## src/rtl/clock_freq_monitor.sv

```systemverilog
// Crypto-clock frequency monitor: counts synchronized rising edges of I_clk_sample over a
// fixed usb_clk gate window and flags a stopped clock.
module clock_freq_monitor #(
  parameter int unsigned GATE_CYCLES = 96000,
  parameter int unsigned CNT_W       = 32,
  parameter int unsigned STOP_CYCLES = 255
) (
  input  logic             usb_clk,
  input  logic             reset,
  input  logic             I_clk_sample,
  input  logic             I_enable,
  output logic [CNT_W-1:0] O_freq_count,
  output logic             O_freq_valid,
  output logic             O_freq_update,
  output logic             O_freq_overflow,
  output logic             O_clk_stopped
);

  localparam int unsigned GateW = (GATE_CYCLES > 2) ? $clog2(GATE_CYCLES) : 1;
  localparam int unsigned IdleW = $clog2(STOP_CYCLES + 1);
  localparam logic [GateW-1:0] GateLast = GateW'(GATE_CYCLES - 1);
  localparam logic [IdleW-1:0] IdleMax  = IdleW'(STOP_CYCLES);
  localparam logic [CNT_W-1:0] CntMax   = '1;

  typedef enum logic [0:0] {StIdle, StMeasure} state_e;

  state_e           state_q, state_d;
  logic             s1_q, s2_q, s3_q;
  logic             edge_det;
  logic [GateW-1:0] gate_q, gate_d;
  logic [CNT_W-1:0] edge_cnt_q, edge_cnt_d, edge_cnt_inc;
  logic             sat_q, sat_d, sat_inc, lost;
  logic [IdleW-1:0] idle_q, idle_d;
  logic [CNT_W-1:0] count_q, count_d;
  logic             valid_q, valid_d, upd_q, upd_d, ovf_q, ovf_d;

  assign edge_det = s2_q & ~s3_q;

  // An edge arriving while the counter is all-ones is lost; that is what marks saturation.
  assign lost         = edge_det & (edge_cnt_q == CntMax);
  assign edge_cnt_inc = lost ? edge_cnt_q : edge_cnt_q + CNT_W'(edge_det);
  assign sat_inc      = sat_q | lost;

  always_comb begin
    state_d    = state_q;
    gate_d     = gate_q;
    edge_cnt_d = edge_cnt_q;
    sat_d      = sat_q;
    idle_d     = idle_q;
    count_d    = count_q;
    valid_d    = valid_q;
    ovf_d      = ovf_q;
    upd_d      = 1'b0;
    unique case (state_q)
      StIdle: begin
        gate_d     = '0;
        edge_cnt_d = '0;
        sat_d      = 1'b0;
        idle_d     = '0;
        if (I_enable) state_d = StMeasure;
      end
      StMeasure: begin
        if (!I_enable) begin
          state_d    = StIdle;
          gate_d     = '0;
          edge_cnt_d = '0;
          sat_d      = 1'b0;
          idle_d     = '0;
        end else begin
          if (edge_det)               idle_d = '0;
          else if (idle_q != IdleMax) idle_d = idle_q + IdleW'(1);
          if (gate_q == GateLast) begin
            count_d    = edge_cnt_inc;
            ovf_d      = sat_inc;
            valid_d    = 1'b1;
            upd_d      = 1'b1;
            gate_d     = '0;
            edge_cnt_d = '0;
            sat_d      = 1'b0;
          end else begin
            gate_d     = gate_q + GateW'(1);
            edge_cnt_d = edge_cnt_inc;
            sat_d      = sat_inc;
          end
        end
      end
      default: state_d = StIdle;
    endcase
  end

  always_ff @(posedge usb_clk) begin
    if (reset) begin
      s1_q       <= 1'b0;
      s2_q       <= 1'b0;
      s3_q       <= 1'b0;
      state_q    <= StIdle;
      gate_q     <= '0;
      edge_cnt_q <= '0;
      sat_q      <= 1'b0;
      idle_q     <= '0;
      count_q    <= '0;
      valid_q    <= 1'b0;
      upd_q      <= 1'b0;
      ovf_q      <= 1'b0;
    end else begin
      s1_q       <= I_clk_sample;
      s2_q       <= s1_q;
      s3_q       <= s2_q;
      state_q    <= state_d;
      gate_q     <= gate_d;
      edge_cnt_q <= edge_cnt_d;
      sat_q      <= sat_d;
      idle_q     <= idle_d;
      count_q    <= count_d;
      valid_q    <= valid_d;
      upd_q      <= upd_d;
      ovf_q      <= ovf_d;
    end
  end

  assign O_freq_count    = count_q;
  assign O_freq_valid    = valid_q;
  assign O_freq_update   = upd_q;
  assign O_freq_overflow = ovf_q;
  assign O_clk_stopped   = (state_q == StMeasure) && (idle_q == IdleMax);

endmodule
```

## config.mk

```make
export PLATFORM = sky130hd
export DESIGN_NAME = clock_freq_monitor
export DESIGN_NICKNAME = d
export VERILOG_FILES = /design/src/rtl/clock_freq_monitor.sv
export SDC_FILE = /design/constraint.sdc
export NUM_CORES = 1
export LEC_CHECK = 0
export CAP_MARGIN = 10
export CORE_AREA = 5 5 123 125
export DETAILED_ROUTE_END_ITERATION = 10
export DIE_AREA = 0 0 128 130
export RECOVER_POWER = 100
export SLEW_MARGIN = 10
export SYNTH_ARGS = -nofsm -noshare
export SYNTH_HDL_FRONTEND = slang
export SYNTH_SLANG_ARGS = --single-unit
```

## constraint.sdc

```tcl
create_clock -name usb_clk -period 2.1 [get_ports usb_clk]
set_clock_uncertainty 0.2 [all_clocks]
set_input_delay 0.63 -clock usb_clk [delete_from_list [all_inputs] [get_ports usb_clk]]
set_output_delay 0.63 -clock usb_clk [all_outputs]
set_load 0.1 [all_outputs]
```

==> run_1/gate_families.png <==
The bar under the picture is 50 um long.
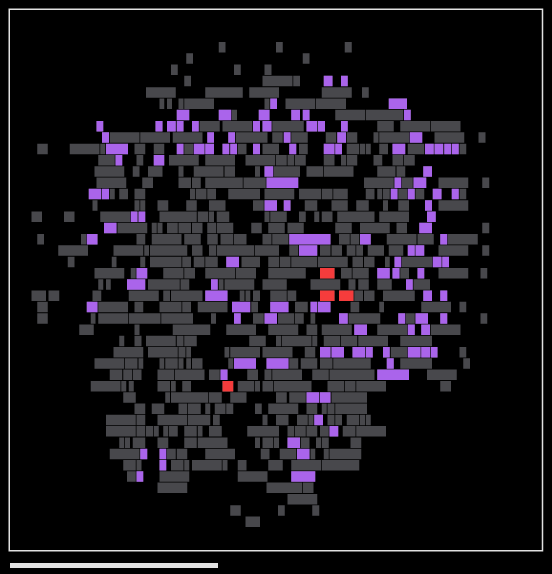
family	colour	cells
AND-OR and OR-AND gates	red	4
inverting AOI/OAI gates	purple	121
Comb area share: 0.410
most frequent logic cell in the layout: dfxtp_1
Non-Filler Instances: 737

==> run_1/pins.png <==
Pins as bars across the die edge, other pins in grey.
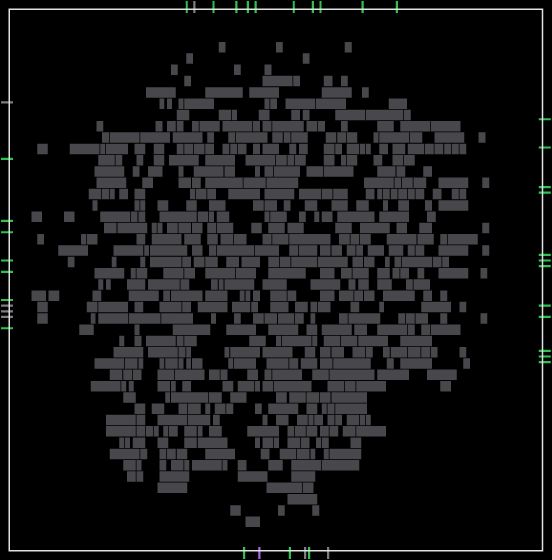
port	colour	pins	direction	edge
`I_enable`	purple	1	input	bottom
`O_freq_count`	green	32	output	12 right, 10 top, 7 left, 3 bottom
die width: 128 um
die height: 130 um
IO Port Bufs: 39

==> run_1/final_clocks.png <==
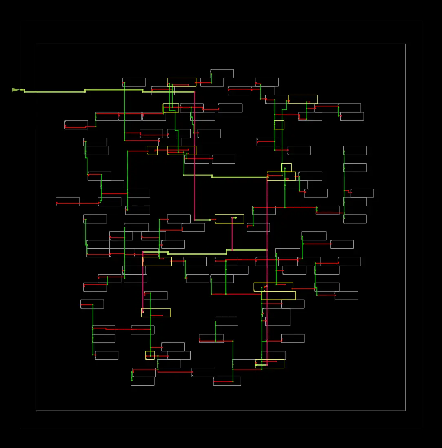
Skew-Pair Late Insertion Delay: 0.35 ns
# clock sinks: 97

==> changes_impl.md, run 1 <==
### Changed

- Layout cells sized above 1: 0.382
- Log Warnings: 29
- Floorplan net count: 465
- Worst Setup Start Kind: flop
- Drt drc: 0
- Max_slew headroom: 0.640
- Hold WS: 0.245 ns
- Bufs on Longest Clock Path: 2
- Clk slew on worst S/H paths: 0.07 ns
- Ys flop type: dfxtp_1
- GP Congestion: 0.815
- RSZ-0062 raised after global routing: yes
- Critical Path RT: 1.27 ns
- Final setup violation count: 15
- Seq/Total Area, Yosys: 0.475
- FP Core Util: 0.297
- Top logic family: simple AND/OR/NAND/NOR gates
- Yosys cell count: 457
- CTS H-tree depth: 3
- Mapped Area: 4090 um2
- First-pass GRT wire length: 17700 um
- Leakage: 1.99 nW
- Pwr dens: 632 nW/um2
- Detailed Place HPWL: 7270 um
- Io pins: 40
- Simple share: 0.244
- Synth async-reset ratio: 0
- Main area contributors: dfxtp_1 48%, nor2_1 4.6%, o21ai_0 4.3%, a21oi_1 3.7%, a31oi_1 3.2%
- Cts hold-fix bufs: 0
- Synth mux share: 0.00245
- Vias post-DR: 3867
- Total power: 0.00362 W
- Top cell area share: 0.475
- CP Data Arrival Time: 1.39 ns
- Final worst slack: -0.118 ns
- Vias per cell: 5.25
- Top cells excl fill/tap: 80 x dfxtp_1, 55 x buf_4, 49 x nor2_1
- Site Rows: 43
- WL/cell: 14.9 um
- Core area: 13800 um2
- Final Hold Viols: 0
- Cell total after placement: 710
- Failing checks: negative setup slack
- Max-cap violations: 0
- Status: complete, but fails checks
- Ao+oa area frac: 0.194
- Cycle use final: 1.06
- Crit Path Max Fanout: 2
- Ant diodes: 0
- Setup WS pre-CTS: -0.276 ns
- Antenna violations before repair: 0
- CTS tree: built
- Fmax: 0.451 GHz
- Yosys synthesis chip area: 4090 um2
- Yosys reg bits: 97
- Hold crit path type: flop to flop
- Mapped Cells: 457
- Area growth, synth to finish: 40.0%
- GRT Util Overall: 0.130
- DR pass1 iterations: 4
- Pins Over Slew Limit: 0
- Peak VDD IR: 0.000375 V
- Worst-margin pin slew: 0.542 ns
- Cts bufs inserted: 9
- Number of global-route vias before repair: 3728
- WL final: 11000 um
- Chip area: 16600 um2
- Fin util: 0.415
- CP Capture Type: output port
- GR Overflow Total: 0
- Ys Warns: 0
- Fin crit period: 2.22 ns
- Root buf cell: clkbuf_16
- Synth area leader: dfxtp_1
- Netlist cell types: 48
- Largest net degree at the start of global routing: 43
- Initial DRC count: 249
- Antenna Violating Nets Remaining: 0
- WS Path Type: flop to output port
[run 1: per-stage QoR]
step | area (um2) | TNS (ns)
5_1_grt | 5720 | -4.07
6_report | 5720 | -0.442
4_1_cts | 5900 | -0.156
2_1_floorplan | 4140 | -1.13
3_5_place_dp | 5470 | -14.28
3_3_place_gp | 5470 | -11.13
[run 1: area by class of cell]
class,count,area [um2]
Clock inverter,6,72.6
Clock buffer,10,239
Inverter,4,17.5
Tap cell,180,225
Sequential cell,97,1970
Timing Repair Buffer,111,852
Fill cell,1369,8050
Multi-Input combinational cell,329,2350
[run 1: registers in the layout, summed over array words and instances, names as in the netlist]
signal / cells
sat_q: 1
O_freq_update: 1
state_q: 1
s2_q: 1
O_freq_overflow: 1
edge_cnt_q: 32
O_freq_count: 32
s1_q: 1
O_freq_valid: 1
gate_q: 17
idle_q: 8
s3_q: 1
[run 1: repair_timing]
action,in CTS,in global routing
gates cloned,0,1
gates resized,26,76
buffers inserted,6,5
endpoints found under the setup margin,26,56
pin swaps,21,37
[run 1: cells in the mapped netlist (2+ instances only)]
cell and number:
and2_1 5, o21ai_1 3, or3_1 19, buf_4 3
buf_2 8, xnor2_1 8, xor2_1 10, inv_1 4
a211oi_1 6, nand4_1 15, nand3_1 21, nor2_1 50
nor4_1 2, a21oi_1 30, nand2_1 21, a311oi_1 10
a41oi_1 2, nand4b_1 2, nor3_1 3, a31oi_1 21
ha_1 4, or4_1 9, o21ai_0 35, clkbuf_1 15
nor2b_1 4, and3_1 10, and4_1 11, dfxtp_1 97
o31ai_1 10
[run 1: where the power goes]
group / internal (W) / total (W) / leakage [nW] / switching [W]
Sequential: 0.00184 / 0.00184 / 0.791 / 0.00000316
Clock: 0.000971 / 0.00172 / 0.150 / 0.000745
Combinational: 0.0000205 / 0.0000554 / 1.05 / 0.0000349
Total: 0.00283 / 0.00362 / 1.99 / 0.000783
[run 1: routing by layer]
metal	vias to the layer above	global-route usage	share of wire
li1	1904	-	-
met1	1877	0.164	0.47
met2	69	0.208	0.48
met3	17	0.0311	0.032
met4	0	0.0662	0.018
met5	-	0	0
[run 1: worst paths after layout]
check | start | endpoint | slack, ns | cells after the start
setup / recovery | idle_q[0]$_SDFFE_PP0P_ | O_clk_stopped | -0.12 | 4
hold / removal | s1_q$_SDFF_PP0_ | s2_q$_SDFF_PP0_ | 0.24 | 1
setup reg to reg | s3_q$_SDFF_PP0_ | O_freq_count[27]$_SDFFE_PP0P_ | -0.05 | 8
hold reg to reg | s1_q$_SDFF_PP0_ | s2_q$_SDFF_PP0_ | 0.24 | 1
[run 1: kinds of logic (layout without fill, tap and decap cells)]
family          Yosys count  after routing
xor+xnor                 18             18
compound gates          125            125
buf+inv                  31            131
mux                       1              1
flops                    97             97
fa+ha+maj                 4              4
simple gates            181            181
[run 1: critical path, stage by stage (launching register included)]
cell and delay [ns]:
dfxtp_4 0.37, ha_4 0.13, and3_4 0.19, and3_4 0.19, buf_12 0.17
==> run_1/metal_stack.png <==
Only two layers are drawn.
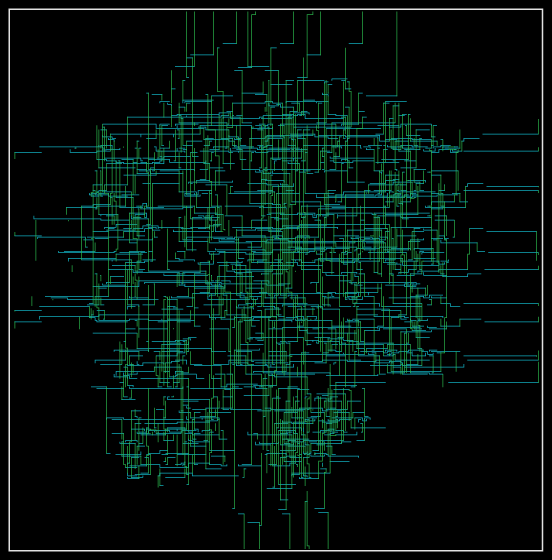

==> run 1 -> run 2 <==
==> constraint.sdc (replaced) <==
create_clock -name usb_clk -period 2.75 [get_ports usb_clk]
set_clock_uncertainty 0.2 [all_clocks]
set_input_delay 0.825 -clock usb_clk [delete_from_list [all_inputs] [get_ports usb_clk]]
set_output_delay 0.825 -clock usb_clk [all_outputs]
set_load 0.1 [all_outputs]
==> run_2/metal_stack.png <==
Only two layers are drawn.
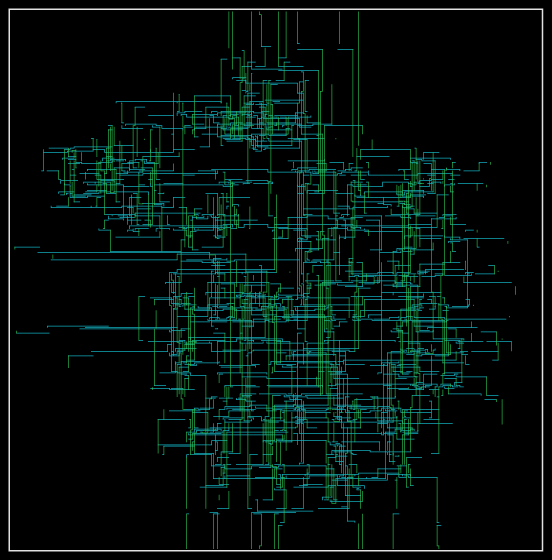
layer	colour	wire length
met1	cyan	4620 um
met2	green	4260 um
vias post-DR: 3537
WL/cell: 14.0 um
GRT Util Overall: 0.118
WL final: 9560 um

==> run_2/pins.png <==
Pins as bars across the die edge, other pins in grey.
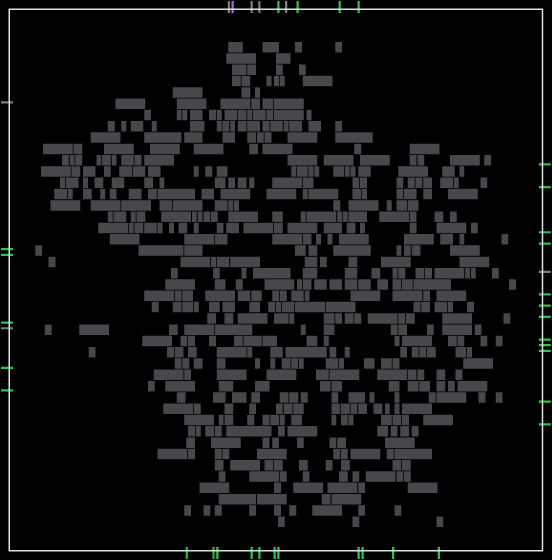
port	colour	pins	direction	edge
`O_freq_count`	green	32	output	12 right, 11 bottom, 5 left, 4 top
`I_enable`	purple	1	input	top
all pins by edge	13 right, 11 bottom, 9 top, 7 left

==> changes_impl.md, run 2 <==
### Changed

- Cts hold-fix bufs: 0 (unchanged)
- Final setup violation count: 0 (-15)
- Site Rows: 43 (unchanged)
- WHS Path Cells: 1 (unchanged)
- Sum Neg Setup Slack: 0 ns (+0.442 ns)
- GP Congestion: 0.831 (+2.0%)
- CTS tree: built
- Vias per cell: 5.17 (-1.4%)
- Chip area: 16600 um2 (unchanged)
- Number of setup buffers added after CTS: 0 (-6)
- Top cell by count, worst path: and3_1
- Critical path buffers and inverters: 1 (unchanged)
- CP Data Arrival Time: 1.63 ns (+0.24 ns)
- Cells on worst reg2reg path: 7 (-1)
- CTS H-tree depth: 3 (unchanged)
- Final Hold Viols: 0 (unchanged)
- CP max stage cell: dfxtp_1
- GR Overflow Total: 0 (unchanged)
- Status: completed
- Root buf cell: clkbuf_16
- Core area: 13800 um2 (unchanged)
- Max_slew headroom: 0.386 (-0.254)
- Number of global-route vias before repair: 3287 (-12%)
- Cts bufs inserted: 9 (unchanged)
- Top cells excl fill/tap: 97 x dfxtp_1, 50 x nor2_1, 38 x clkbuf_2
- Largest net degree at the start of global routing: 36 (-16%)
- Total power: 0.00277 W (-23%)
- Crit Path Max Fanout: 5 (+3)
- Ys flop type: dfxtp_1
- CP delay by family, top: flip-flops
- Mapped Area: 4090 um2 (unchanged)
- Synth async-reset ratio: 0 (unchanged)
- Skew-Pair Late Insertion Delay: 0.35 ns (about the same)
- WS Path Type: flop to output port
- Netlist cell types: 48 (unchanged)
- Area growth, synth to finish: 18.4%
- RSZ-0062 raised after global routing: no
- Synth area leader: dfxtp_1
- Layout fillers: 1481 (+8.2%)
- Pins Over Slew Limit: 0 (unchanged)
- Clk slew on worst S/H paths: 0.06 ns (about the same)
- Yosys reg bits: 97 (unchanged)
- FP Core Util: 0.297 (unchanged)
- Most frequent cell after synthesis: dfxtp_1
- Worst-margin pin slew: 0.921 ns (+0.379 ns)
- Layout cells sized above 1: 0.141 (-0.242)
- Fin crit period: 2.66 ns
- Ant diodes: 0 (unchanged)
- Critical Path Stages: 4 (unchanged)
- CP Capture Type: output port
- Initial DRC count: 224 (-10%)
- Detailed Place HPWL: 6820 um (-6.2%)
- Die height: 130 um (unchanged)
- Final worst slack: 0.0947 ns (+0.213 ns)
- Post-cts sizing count: 0 (-100%)
- Cycle use final: 0.966
- Critical Path RT: 1.73 ns (+0.46 ns)
- IO Port Bufs: 39 (unchanged)
- Yosys synthesis chip area: 4090 um2 (unchanged)
==> run_2/gate_families.png <==
The bar under the picture is 50 um long.
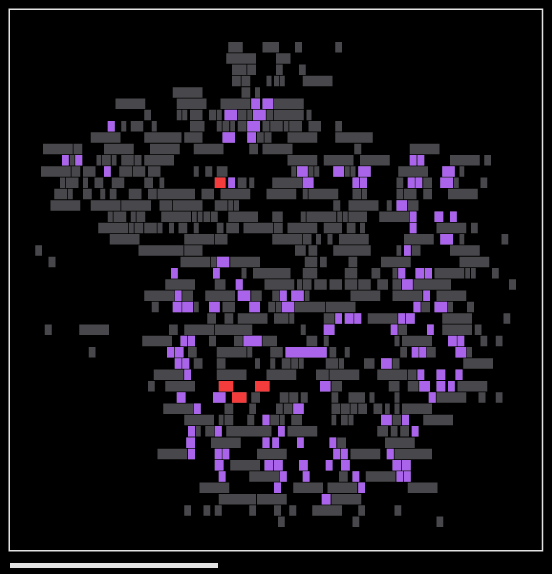
family	colour	cells
inverting AOI/OAI gates	purple	121
AND-OR and OR-AND gates	red	4
Non-Filler Instances: 684
Comb area share: 0.412

==> run 2: cell counts after synthesis <==
Identical to the previous run, type by type.
==> run 2: worst paths after layout <==
| check | slack [ns] | end | from |
|---|---|---|---|
| max reg2reg | 0.22 | O_freq_count[27]$_SDFFE_PP0P_ | edge_cnt_q[8]$_SDFF_PP0_ |
| min reg2reg | 0.24 | s2_q$_SDFF_PP0_ | s1_q$_SDFF_PP0_ |
| min | 0.24 | s2_q$_SDFF_PP0_ | s1_q$_SDFF_PP0_ |
| max | 0.09 | O_clk_stopped | idle_q[0]$_SDFFE_PP0P_ |
==> run 2: cell families after synthesis <==
logic type | count (synthesis) | synth area share
AND-OR/OR-AND | 125 | 0.194
buffers and inverters | 31 | 0.0337
adder cells (fa/ha/maj) | 4 | 0.0122
multiplexers | 1 | 0.00245
XOR/XNOR | 18 | 0.0386
AND/OR/NAND/NOR | 181 | 0.244
flip-flops | 97 | 0.475
==> run 2: cell type report <==
class | instances | area share
Multi-Input combinational cell | 329 | 0.412
Sequential cell | 97 | 0.401
Timing Repair Buffer | 58 | 0.0724
Clock buffer | 9 | 0.0465
Tap cell | 180 | 0.0465
Clock inverter | 7 | 0.0176
Inverter | 4 | 0.00310
==> run 2: worst reg2reg max path, stage by stage, from the launching register on <==
cell	delay, ns
dfxtp_1	0.35
nand3_1	0.24
nor3_1	0.10
clkbuf_2	0.23
and4_1	0.26
clkbuf_2	0.21
or4_1	0.56
a311oi_1	0.29
==> run 2: power by group <==
group / internal (W) / switching [W] / leakage (nW) / total, W
registers: 0.00141 / 0.00000194 / 0.782 / 0.00141
logic: 0.0000103 / 0.0000229 / 0.670 / 0.0000331
clock network: 0.000789 / 0.000535 / 0.159 / 0.00132
total: 0.00221 / 0.000559 / 1.61 / 0.00277
==> run 2: per-layer routing <==
layer	up-vias	wire length [um]	track usage
met2	64	4260	0.186
met4	0	184	0.0481
li1	1803	-	-
met1	1656	4620	0.148
met5	-	0	0
met3	14	490	0.0422
==> run 2: per-stage QoR <==
| stage | hold WS (ns) | instance area (um2) | utilization |
|---|---|---|---|
| finish | 0.237 | 4840 | 0.351 |
| global placement | 0.221 | 4670 | 0.339 |
| global route | 0.266 | 4840 | 0.351 |
| detailed placement | 0.224 | 4670 | 0.339 |
| CTS | 0.239 | 4980 | 0.362 |
| floorplan | 0.214 | 4090 | - |
==> run 2 -> run 3 <==
--- a/config.mk
+++ b/config.mk
@@ -14,3 +14,4 @@
 export SYNTH_ARGS = -nofsm -noshare
 export SYNTH_HDL_FRONTEND = slang
 export SYNTH_SLANG_ARGS = --single-unit
+export TNS_END_PERCENT = 20
==> run_3/pins.png <==
Pins as bars across the die edge, other pins in grey.
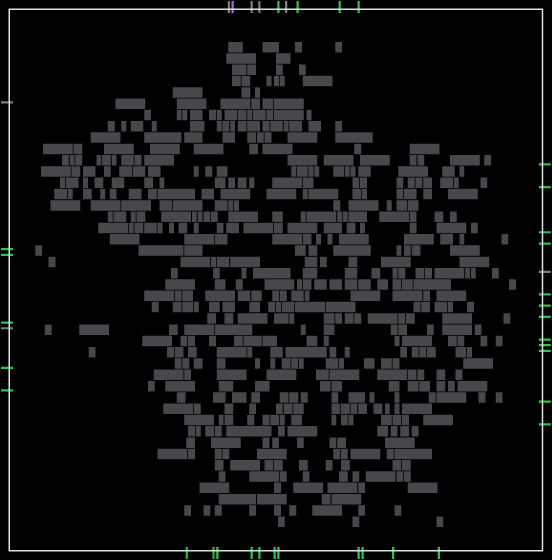
port	colour	pins	direction	edge
`I_enable`	purple	1	input	top
`O_freq_count`	green	32	output	12 right, 11 bottom, 5 left, 4 top
all pins by edge	13 right, 11 bottom, 9 top, 7 left

==> run_3/metal_stack.png <==
Only two layers are drawn.
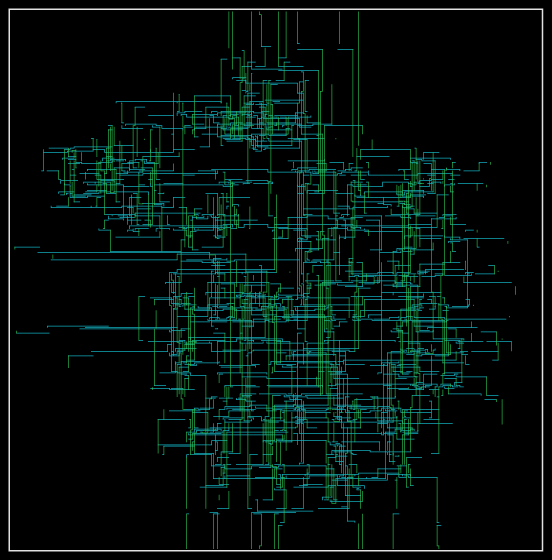
layer	colour	wire length
met2	green	4260 um
met1	cyan	4620 um

==> run_3/registers.png <==
The bar under the picture is 50 um long. Other sequential cells in the stronger grey, the rest of the logic in the fainter grey.
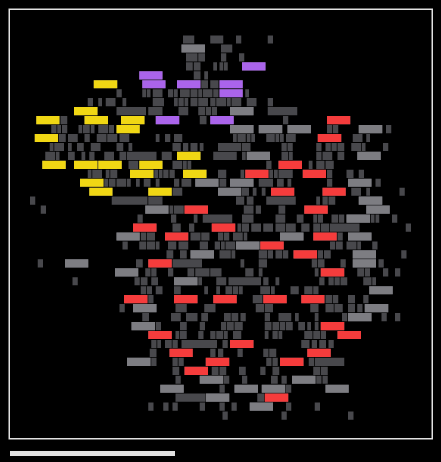
name in the netlist	colour	sequential cells
`gate_q`	yellow	17
`edge_cnt_q`	red	32
`idle_q`	purple	8
fin util: 0.351
Seq area share: 0.401

==> changes_impl.md, run 3 <==
### Changed

- Critical path buffers and inverters: 1 (unchanged)
- Post-cts sizing count: 0 (unchanged)
- Max_slew headroom: 0.386 (unchanged)
- Mapped Area: 4090 um2 (unchanged)
- CTS tree: built
- Top cell by count, worst path: and3_1
- Ys Warns: 0
- Most frequent cell after synthesis: dfxtp_1
- Number of global-route vias before repair: 3287 (unchanged)
- Netlist cell types: 48 (unchanged)
- Core area: 13800 um2 (unchanged)
- Seq pwr share: 0.510 (about the same)
- Synth async-reset ratio: 0 (unchanged)
- WL/cell: 14.0 um (unchanged)
- CP Capture Type: output port
- GRT Util Overall: 0.118 (unchanged)
- Total power: 0.00277 W (unchanged)
- WS Path Type: flop to output port
- Finished Cell Area: 4840 um2 (unchanged)
- Layout cells sized above 1: 0.141 (unchanged)
- Max-cap violations: 0
- Largest net degree at the start of global routing: 36 (unchanged)
- Ys flop type: dfxtp_1
- Yosys reg bits: 97 (unchanged)
- Final setup violation count: 0 (unchanged)
- Clk slew on worst S/H paths: 0.06 ns (about the same)
- Synth area leader: dfxtp_1
- Critical Path Stages: 4 (unchanged)
- Launching point of the worst reg2reg path: edge_cnt_q[8]$_SDFF_PP0_
- Top cells excl fill/tap: 97 x dfxtp_1, 50 x nor2_1, 38 x clkbuf_2
- Commonest cells post-synth: 97 x dfxtp_1, 50 x nor2_1, 35 x o21ai_0
- Net Sw Frac: 0.202 (unchanged)
- Yosys synthesis chip area: 4090 um2 (unchanged)
- Root buf cell: clkbuf_16
- Yosys cell count: 457
- Area growth, synth to finish: 18.4% (unchanged)
- Sum Neg Setup Slack: 0 ns (unchanged)
- Main area contributors: dfxtp_1 48%, nor2_1 4.6%, o21ai_0 4.3%, a21oi_1 3.7%, a31oi_1 3.2%
- Critical Path RT: 1.73 ns (about the same)
- Final Hold Viols: 0 (unchanged)
- Status: completed
- Site Rows: 43 (unchanged)
- Cells on worst reg2reg path: 7 (unchanged)
- Ant diodes: 0 (unchanged)
- Number of setup buffers added after CTS: 0 (unchanged)
- CP delay by family, top: flip-flops
- Worst-margin pin slew: 0.921 ns (unchanged)
- FF-to-FF End: O_freq_count[27]$_SDFFE_PP0P_
- Logic gate share of total power: 0.012 (about the same)
- Cts bufs inserted: 9 (unchanged)
- CP max stage cell: dfxtp_1
- Fin crit period: 2.66 ns (unchanged)
- Die width: 128 um
- Worst Setup SP: idle_q[0]$_SDFFE_PP0P_
- CP Data Arrival Time: 1.63 ns (about the same)
- Chip area: 16600 um2 (unchanged)
- P_int: 0.00221 W (unchanged)
- Die height: 130 um (unchanged)
- Leakage: 1.61 nW
- Post-synth EDFFs: 0
- Initial DRC count: 224 (unchanged)
- Worst setup path end: O_clk_stopped
- GR Overflow Total: 0 (unchanged)
- GP Congestion: 0.831 (unchanged)
- WL final: 9560 um (unchanged)
- Cts hold-fix bufs: 0 (unchanged)
- Vias post-DR: 3537 (unchanged)
- Crit Path Max Fanout: 5 (unchanged)
- Pins Over Slew Limit: 0 (unchanged)
- Io pins: 40
- Hold WS: 0.237 ns (unchanged)
- Detailed Place HPWL: 6820 um (unchanged)
- Switching power: 0.000559 W (unchanged)
- Post-DP Area: 4670 um2 (unchanged)
- Vias per cell: 5.17 (unchanged)
- IO Port Bufs: 39 (unchanged)
- Log Warnings: 26
- Clk network pwr share: 0.478 (about the same)
- Skew-Pair Late Insertion Delay: 0.35 ns (about the same)
- Reg2Reg Setup Slack: 0.22 ns (about the same)
- Cycle use final: 0.966 (unchanged)
- RSZ-0062 raised after global routing: no
- FP Core Util: 0.297 (unchanged)
- CTS H-tree depth: 3 (unchanged)
==> run 3: cell counts in the layout (fill, tap and decap cells not counted) <==
Identical to the previous run, type by type.
==> run 3: cell type report <==
cell class              count  area [um2]
fillers                  1481        8930
flip-flops and latches     97        1940
clock inverters             7        85.1
inverters                   4        15.0
multi-input cells         329        2000
well taps                 180         225
repair buffers             58         350
clock buffers               9         225
==> run 3: power by group through the flow <==
stage | Combinational, W | Sequential, W | Clock (W)
floorplan | 0.0000195 | 0.00144 | 0
global placement | 0.0000354 | 0.00144 | 0
detailed placement | 0.0000358 | 0.00144 | 0
CTS | 0.0000359 | 0.00141 | 0.00136
global route | 0.0000368 | 0.00141 | 0.00141
finish | 0.0000331 | 0.00141 | 0.00132
==> run 3: worst min-delay path by stage <==
stage / cells past startpoint / start / slack [ns] / endpoint
floorplan: 1 / s1_q$_SDFF_PP0_ / 0.21 / s2_q$_SDFF_PP0_
global placement: 1 / s1_q$_SDFF_PP0_ / 0.22 / s2_q$_SDFF_PP0_
detailed placement: 1 / s1_q$_SDFF_PP0_ / 0.22 / s2_q$_SDFF_PP0_
CTS: 1 / s1_q$_SDFF_PP0_ / 0.24 / s2_q$_SDFF_PP0_
global route: 1 / s1_q$_SDFF_PP0_ / 0.27 / s2_q$_SDFF_PP0_
finish: 1 / s1_q$_SDFF_PP0_ / 0.24 / s2_q$_SDFF_PP0_
==> run 3: through the flow <==
stage / cells / setup slack (ns)
global placement: 668 / 0.228
CTS: 684 / 0.0989
floorplan: 457 / 0.171
global route: 684 / 0.0264
detailed placement: 668 / 0.199
finish: 684 / 0.0947
==> run 3: kinds of logic (layout without fill, tap and decap cells) <==
logic type | Yosys count | after routing | synth area share
mux | 1 | 1 | 0.00245
fa+ha+maj | 4 | 4 | 0.0122
compound gates | 125 | 125 | 0.194
flops | 97 | 97 | 0.475
buf+inv | 31 | 78 | 0.0337
simple gates | 181 | 181 | 0.244
xor+xnor | 18 | 18 | 0.0386
==> run 3: metal layers <==
layer | wire (um) | track usage
met1 | 4620 | 0.148
met2 | 4260 | 0.186
met3 | 490 | 0.0422
met4 | 184 | 0.0481
met5 | 0 | 0
Power and IR drop assume default switching activity.
